Fig. 1: run 1, I/O pins on the die edge
Pins as bars across the die edge, other pins in gray.
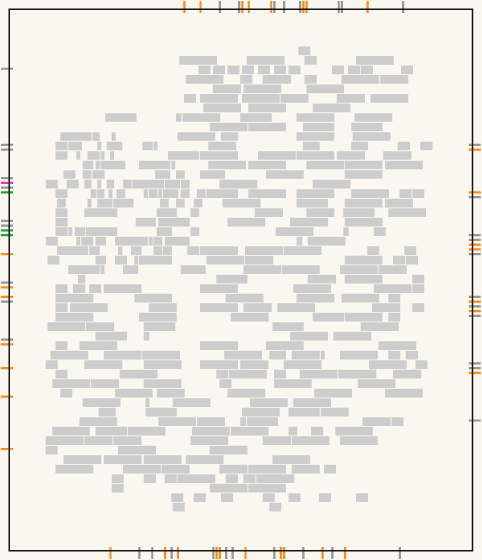
Fig. 2: run 1, metal 3
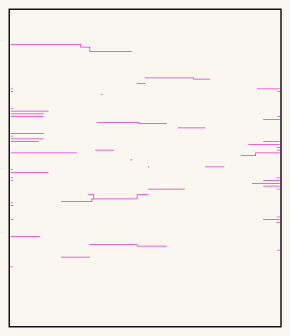
Fig. 3: run 1, clock distribution
Bar = 50 microns.
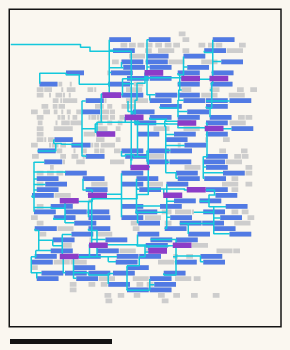
## src/rtl/fwnoc_fifo_pkg.sv

```systemverilog
`default_nettype none
// ============================================================================
// Module      : fwnoc_fifo_pkg
// Description : Width helpers and parameter legality checks for the NoC FIFO.
// Revision    : 1.0 - initial release
// ============================================================================
package fwnoc_fifo_pkg;

    // Pointer width carries one extra wrap bit above the storage index
    function automatic int fifo_ptr_w(input int depth);
        return $clog2(depth) + 1;
    endfunction

    function automatic int fifo_cnt_w(input int depth);
        return $clog2(depth + 1);
    endfunction

    function automatic bit is_pow2(input int value);
        return (value >= 2) && ((value & (value - 1)) == 0);
    endfunction

endpackage
`default_nettype wire

```

## src/rtl/fwnoc_fifo_mem.sv

```systemverilog
`default_nettype none
// ============================================================================
// Module      : fwnoc_fifo_mem
// Description : DEPTH x WIDTH register array, one sync write, one async read.
// Revision    : 1.0 - initial release
// ============================================================================
module fwnoc_fifo_mem
    import fwnoc_fifo_pkg::*;
#(
    parameter int WIDTH = 32,
    parameter int DEPTH = 4
) (
    input  logic                            clock,
    input  logic                            wr_en,
    input  logic [fifo_ptr_w(DEPTH)-2:0]    wr_addr,
    input  logic [WIDTH-1:0]                wr_dat,
    input  logic [fifo_ptr_w(DEPTH)-2:0]    rd_addr,
    output logic [WIDTH-1:0]                rd_dat
);

    logic [WIDTH-1:0] r_mem [DEPTH];

    always_ff @(posedge clock) begin
        if (wr_en) begin
            r_mem[wr_addr] <= wr_dat;
        end
    end

    assign rd_dat = r_mem[rd_addr];

endmodule
`default_nettype wire

```

## src/rtl/fwnoc_fifo_param.sv

```systemverilog
`default_nettype none
// ============================================================================
// Module      : fwnoc_fifo_param
// Description : Parametrised ready/valid FIFO with occupancy count, almost-full
//               flag and synchronous flush. Define FWNOC_FIFO_BYPASS_EN for a
//               zero-latency pass-through when the FIFO is empty.
// Revision    : 1.0 - initial release
// ============================================================================
module fwnoc_fifo_param
    import fwnoc_fifo_pkg::*;
#(
    parameter int WIDTH     = 32,
    parameter int DEPTH     = 4,
    parameter int AF_THRESH = DEPTH - 1
) (
    input  logic                            clock,
    input  logic                            reset,
    input  logic                            flush,
    input  logic [WIDTH-1:0]                i_dat,
    input  logic                            i_valid,
    output logic                            i_ready,
    output logic [WIDTH-1:0]                e_dat,
    output logic                            e_valid,
    input  logic                            e_ready,
    output logic [fifo_cnt_w(DEPTH)-1:0]    count,
    output logic                            almost_full
);

    localparam int c_PTR_W = fifo_ptr_w(DEPTH);
    localparam int c_IDX_W = c_PTR_W - 1;
    localparam int c_CNT_W = fifo_cnt_w(DEPTH);
    localparam logic [c_CNT_W-1:0] c_AF_CNT = c_CNT_W'(AF_THRESH);
    localparam bit c_PARAMS_OK = is_pow2(DEPTH) && (WIDTH >= 1) &&
                                 (AF_THRESH >= 1) && (AF_THRESH <= DEPTH);

    generate
        if (!c_PARAMS_OK) begin : g_param_check
            $error("fwnoc_fifo_param: DEPTH must be a power of two >= 2 and AF_THRESH in 1..DEPTH");
        end
    endgenerate

    logic [c_PTR_W-1:0] r_wr_ptr;
    logic [c_PTR_W-1:0] r_rd_ptr;
    logic [c_CNT_W-1:0] r_count;
    logic [WIDTH-1:0]   w_rd_dat;
    logic               w_empty;
    logic               w_full;
    logic               w_push;
    logic               w_pop;
    logic               w_wr_en;
    logic               w_rd_adv;

    // Wrap bit separates full (indices equal, wrap differs) from empty
    assign w_empty = (r_wr_ptr == r_rd_ptr);
    assign w_full  = (r_wr_ptr[c_IDX_W-1:0] == r_rd_ptr[c_IDX_W-1:0]) &&
                     (r_wr_ptr[c_IDX_W] != r_rd_ptr[c_IDX_W]);

    assign i_ready = !flush && !w_full;
    assign w_push  = i_valid && i_ready;
    assign w_pop   = e_valid && e_ready;

`ifdef FWNOC_FIFO_BYPASS_EN
    logic w_through;

    assign e_valid   = !flush && (w_empty ? i_valid : 1'b1);
    assign e_dat     = w_empty ? i_dat : w_rd_dat;
    // A word consumed in the cycle it arrives at an empty FIFO is never stored
    assign w_through = w_empty && w_push && e_ready;
    assign w_wr_en   = w_push && !w_through;
    assign w_rd_adv  = w_pop && !w_through;
`else
    assign e_valid  = !flush && !w_empty;
    assign e_dat    = w_rd_dat;
    assign w_wr_en  = w_push;
    assign w_rd_adv = w_pop;
`endif

    always_ff @(posedge clock or posedge reset) begin
        if (reset) begin
            r_wr_ptr <= '0;
            r_rd_ptr <= '0;
            r_count  <= '0;
        end else if (flush) begin
            r_wr_ptr <= '0;
            r_rd_ptr <= '0;
            r_count  <= '0;
        end else begin
            if (w_wr_en) begin
                r_wr_ptr <= r_wr_ptr + 1'b1;
            end
            if (w_rd_adv) begin
                r_rd_ptr <= r_rd_ptr + 1'b1;
            end
            if (w_wr_en && !w_rd_adv) begin
                r_count <= r_count + 1'b1;
            end else if (!w_wr_en && w_rd_adv) begin
                r_count <= r_count - 1'b1;
            end
        end
    end

    assign count       = r_count;
    assign almost_full = (r_count >= c_AF_CNT);

    fwnoc_fifo_mem #(
        .WIDTH (WIDTH),
        .DEPTH (DEPTH)
    ) u_mem (
        .clock   (clock),
        .wr_en   (w_wr_en),
        .wr_addr (r_wr_ptr[c_IDX_W-1:0]),
        .wr_dat  (i_dat),
        .rd_addr (r_rd_ptr[c_IDX_W-1:0]),
        .rd_dat  (w_rd_dat)
    );

endmodule
`default_nettype wire
```

## config.mk

```make
export PLATFORM = sky130hd
export DESIGN_NAME = fwnoc_fifo_param
export DESIGN_NICKNAME = d
export VERILOG_FILES = /design/src/rtl/fwnoc_fifo_pkg.sv /design/src/rtl/fwnoc_fifo_mem.sv /design/src/rtl/fwnoc_fifo_param.sv
export SDC_FILE = /design/constraint.sdc
export NUM_CORES = 1
export LEC_CHECK = 0
export CORE_ASPECT_RATIO = 1.2
export CORE_MARGIN = 10
export CORE_UTILIZATION = 35
export CTS_CLUSTER_DIAMETER = 100
export DETAILED_ROUTE_END_ITERATION = 7
export HOLD_SLACK_MARGIN = 0.05
export PLACE_DENSITY_LB_ADDON = 0.12
export SYNTH_ARGS = -nofsm -noshare
export SYNTH_HDL_FRONTEND = slang
export SYNTH_SLANG_ARGS = --single-unit
```

## constraint.sdc

```tcl
create_clock -name clock -period 2.9 [get_ports clock]
set_clock_uncertainty 0.2 [all_clocks]
set_input_delay 0.29 -clock clock [delete_from_list [all_inputs] [get_ports clock]]
set_output_delay 0.29 -clock clock [all_outputs]
set_load 0.01 [all_outputs]
```

==> flow_summary.json, run 1 <==
{
  "grt_pass1_wl_microns": 16300,
  "grtUsageMet1_pct": 11.8,
  "syn_inst": 233,
  "crit_arrival_ns": 2.19,
  "critPathCapture": "e_dat[25]",
  "comb_area_share_pct": 16.4,
  "power_leader": "sequential cells",
  "design.seq.count": 137,
  "critical_path_class": "flop to output pin",
  "synth_warnings": 0,
  "flop_area_sq_mm": 0.00407,
  "outcome": "completed",
  "stdcell_count": 548,
  "cts_max_path_buffers": 2,
  "ys_async_sr_fraction_pct": 6.57,
  "worst_path_max_delay_cell": "clkdlybuf4s50_1",
  "antenna_found_initial": 1,
  "min_path_cells": 1,
  "cp-startpoint": "r_rd_ptr[1]$_DFFE_PP0P_",
  "grt_pass1_vias": 2921,
  "syn_area_per_cell_sq_um": 22.7,
  "track_usage_pct": 10.7,
  "layout_setup_ws_ns": 0.225,
  "r2r-start": "r_wr_ptr[1]$_DFFE_PP0P_",
  "cts_sinks": 137,
  "gp_congestion": 0.776,
  "synth_seq_share_pct": 77.1,
  "final_util_pct": 46.7,
  "drc": 0,
  "die_x_microns": 132,
  "min_period_ns": 2.68,
  "rows": 49,
  "seq_share_pct": 58.6,
  "cp_max_fo": 34,
  "pg_comb_mw": 1.08,
  "dpl_worst_slack_ns": 0.472,
  "tool_warnings": 29,
  "insertedDiodeCount": 0
}
Back to the opening pictures, Fig. 1:
[e_valid] magenta | pins: 1 | direction: output | edge: left
[count] green | pins: 3 | direction: output | edge: left
[i_dat] orange | pins: 32 | direction: input | edge: 10 bottom, 8 top, 7 left, 7 right
all pins by edge: 21 left, 20 bottom, 18 right, 16 top

Back to the opening pictures, Fig. 2:
nets with wire on the layer: 41
main direction: horizontal

Back to the opening pictures, Fig. 3:
[clock-net drivers] purple | count: 17
[clock wires] cyan | length: 1630 microns
[flip-flops] blue | count: 137
routed clock nets: 18
clock group power: 2.03 mW
clock share of power: 37.5%

Fig. 4: run 1, cell area per tile
The die is cut into 13 by 15 equal tiles; white is low, dark blue is high, 0 to 100% covered.
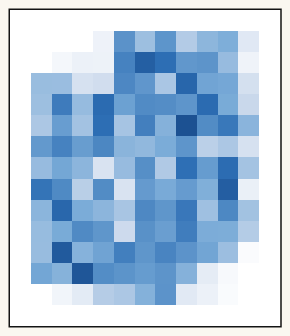

--- run 2 (diff from run 1) ---
ABC_AREA = 1   (was not set)
Fig. 5: run 2, cell area per tile
The die is cut into 13 by 16 equal tiles; white is low, dark blue is high, 0 to 100% covered.
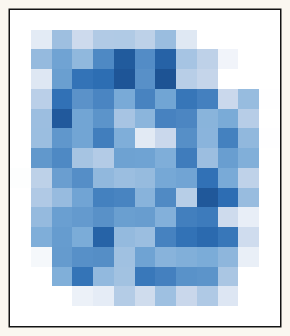
mean over tiles: 33%
nearly empty tiles: 31%
emptiest ninth of the die: top right
tiles over 75% full: 4.8%
Core Util at FP: 36.0%
core area: 0.0151 sq mm
Core Util, Final: 47.5%

==> run 2 against run 1 <==
Against the previous run:
- maximum frequency decreased by 2.2%
- sequential share of layout area decreased by 2.0 points
- hold slack got worse by 0.0029 ns
- global-route usage increased by 1.5 points
- total power increased by 5.5%
- largest power group is now the clock network
==> flow_summary.json, run 2 <==
{
  "p_comb_share_pct": 18.2,
  "gp_congestion": 0.715,
  "r2r-start": "r_rd_ptr[0]$_DFFE_PP0P_",
  "syn_area_per_cell_sq_um": 13.7,
  "min_period_ns": 2.74,
  "antenna_found_initial": 1,
  "p_sw_share_pct": 24.2,
  "pg_comb_mw": 1.04,
  "min_path_cells": 1,
  "worst_path_max_delay_cell": "clkdlybuf4s50_1",
  "synth_seq_share_pct": 74.7,
  "simple_gate_area_share_pct": 10.0,
  "grt_pass1_vias": 3485,
  "drc": 0,
  "grtUsageMet1_pct": 13.6,
  "insertedDiodeCount": 0,
  "grt_pass1_wl_microns": 19500,
  "ys_async_sr_fraction_pct": 6.57,
  "comb_area_share_pct": 17.1,
  "syn_inst": 398,
  "fillCellCount": 1361,
  "cts_sinks": 137,
  "ys_seq_elements": 137,
  "layout_setup_ws_ns": 0.164,
  "pg_clk_mw": 2.38,
  "rows": 49,
  "critPathCapture": "e_dat[9]",
  "critical_path_class": "flop to output pin",
  "synth_warnings": 0,
  "dpl_worst_slack_ns": 0.455,
  "track_usage_pct": 12.2,
  "cp_max_fo": 33,
  "flop_area_sq_mm": 0.00407,
  "tool_warnings": 30,
  "outcome": "completed",
  "stdcell_count": 701,
  "die_x_microns": 134,
  "power_leader": "the clock network",
  "seq_share_pct": 56.6,
  "crit_arrival_ns": 2.25,
  "route.met2.wl_microns": 6240,
  "design.seq.count": 137
}
Fig. 6: run 2, I/O pins on the die edge
Pins as bars across the die edge, other pins in gray.
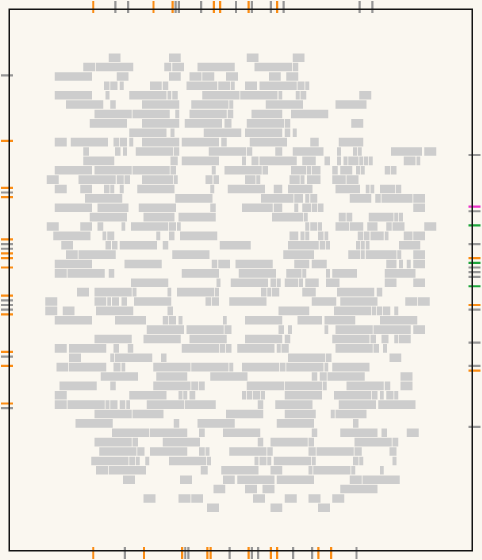

--- run 3 (diff from run 2) ---
CORE_UTILIZATION = 44   (was 35)
Fig. 7: run 3, I/O pins on the die edge
Pins as bars across the die edge, other pins in gray.
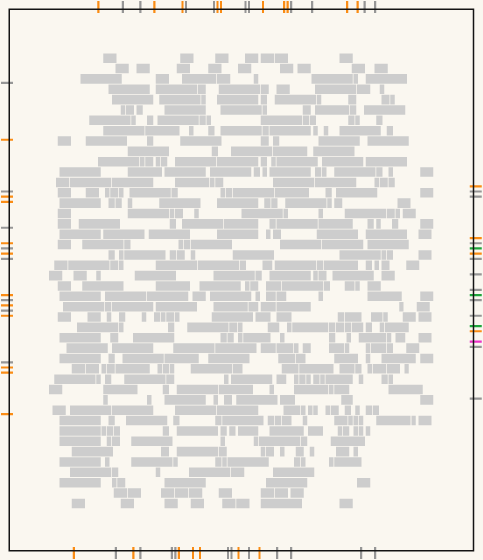
[e_valid] magenta | pins: 1 | direction: output | edge: right
[count] green | pins: 3 | direction: output | edge: right
[i_dat] orange | pins: 32 | direction: input | edge: 11 left, 10 top, 7 bottom, 4 right
all pins by edge: 20 top, 19 left, 18 right, 18 bottom

==> run 3 against run 2 <==
Against the previous run:
- clock power fell by 13%
- flip-flop count did not move
- core utilization rose by 11 points
- sequential power barely moved
- synthesized cell count did not move
- non-clock buffer count rose by 1
- highest routed layer is now met4
==> flow_summary.json, run 3 <==
{
  "grt_pass1_wl_microns": 18600,
  "gp_congestion": 0.790,
  "critPathCapture": "e_dat[12]",
  "min_path_cells": 1,
  "largest_reg_flops": 128,
  "pg_comb_mw": 1.02,
  "layout_setup_ws_ns": 0.145,
  "fillCellCount": 986,
  "registers.top_by_ff_count": "u_mem.r_mem",
  "r2r-start": "r_rd_ptr[1]$_DFFE_PP0P_",
  "drc": 0,
  "final_util_pct": 58.1,
  "p_comb_share_pct": 18.9,
  "grt_pass1_vias": 3478,
  "intPower_mw": 4.05,
  "power_leader": "sequential cells",
  "outcome": "completed",
  "p_sw_share_pct": 24.7,
  "crit_arrival_ns": 2.26,
  "track_usage_pct": 14.0,
  "syn_to_final_growth_pct": 29.2,
  "synth_warnings": 0,
  "rows": 44,
  "simple_gate_area_share_pct": 10.0,
  "tool_warnings": 30,
  "min_period_ns": 2.75,
  "stdcell_count": 659,
  "dpl_worst_slack_ns": 0.373,
  "syn_inst": 398,
  "cp-startpoint": "r_rd_ptr[0]$_DFFE_PP0P_",
  "flop_area_sq_mm": 0.00407,
  "route.met2.wl_microns": 6030,
  "cts_max_path_buffers": 2,
  "synth_seq_share_pct": 74.7,
  "antenna_found_initial": 0,
  "grtUsageMet1_pct": 16.6,
  "die_x_microns": 122,
  "comb_area_share_pct": 17.5,
  "critical_path_class": "flop to output pin",
  "insertedDiodeCount": 0,
  "seq_share_pct": 57.8,
  "ys_async_sr_fraction_pct": 6.57,
  "cp_max_fo": 24
}

==> gallery <==
Cell outlines without signal wires.
panel A
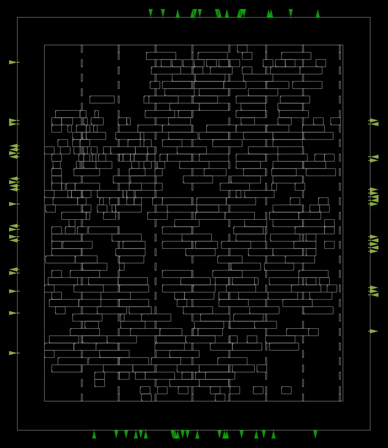
panel B
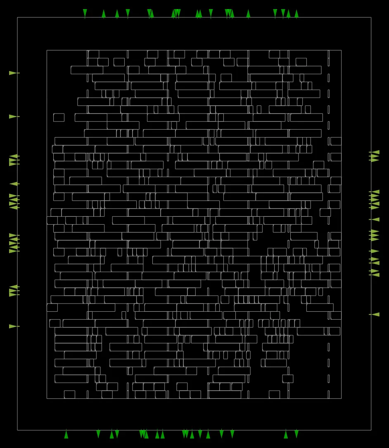
panel C
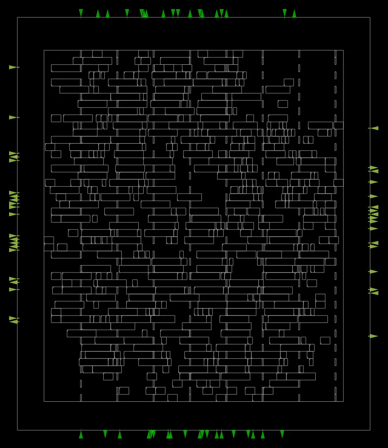
Panel C comes from run 2.
Panel A comes from run 1.
Panel B comes from run 3.
The one with the fewest cells is panel A.

No activity file was given, so power comes from the tool's default toggle rates.
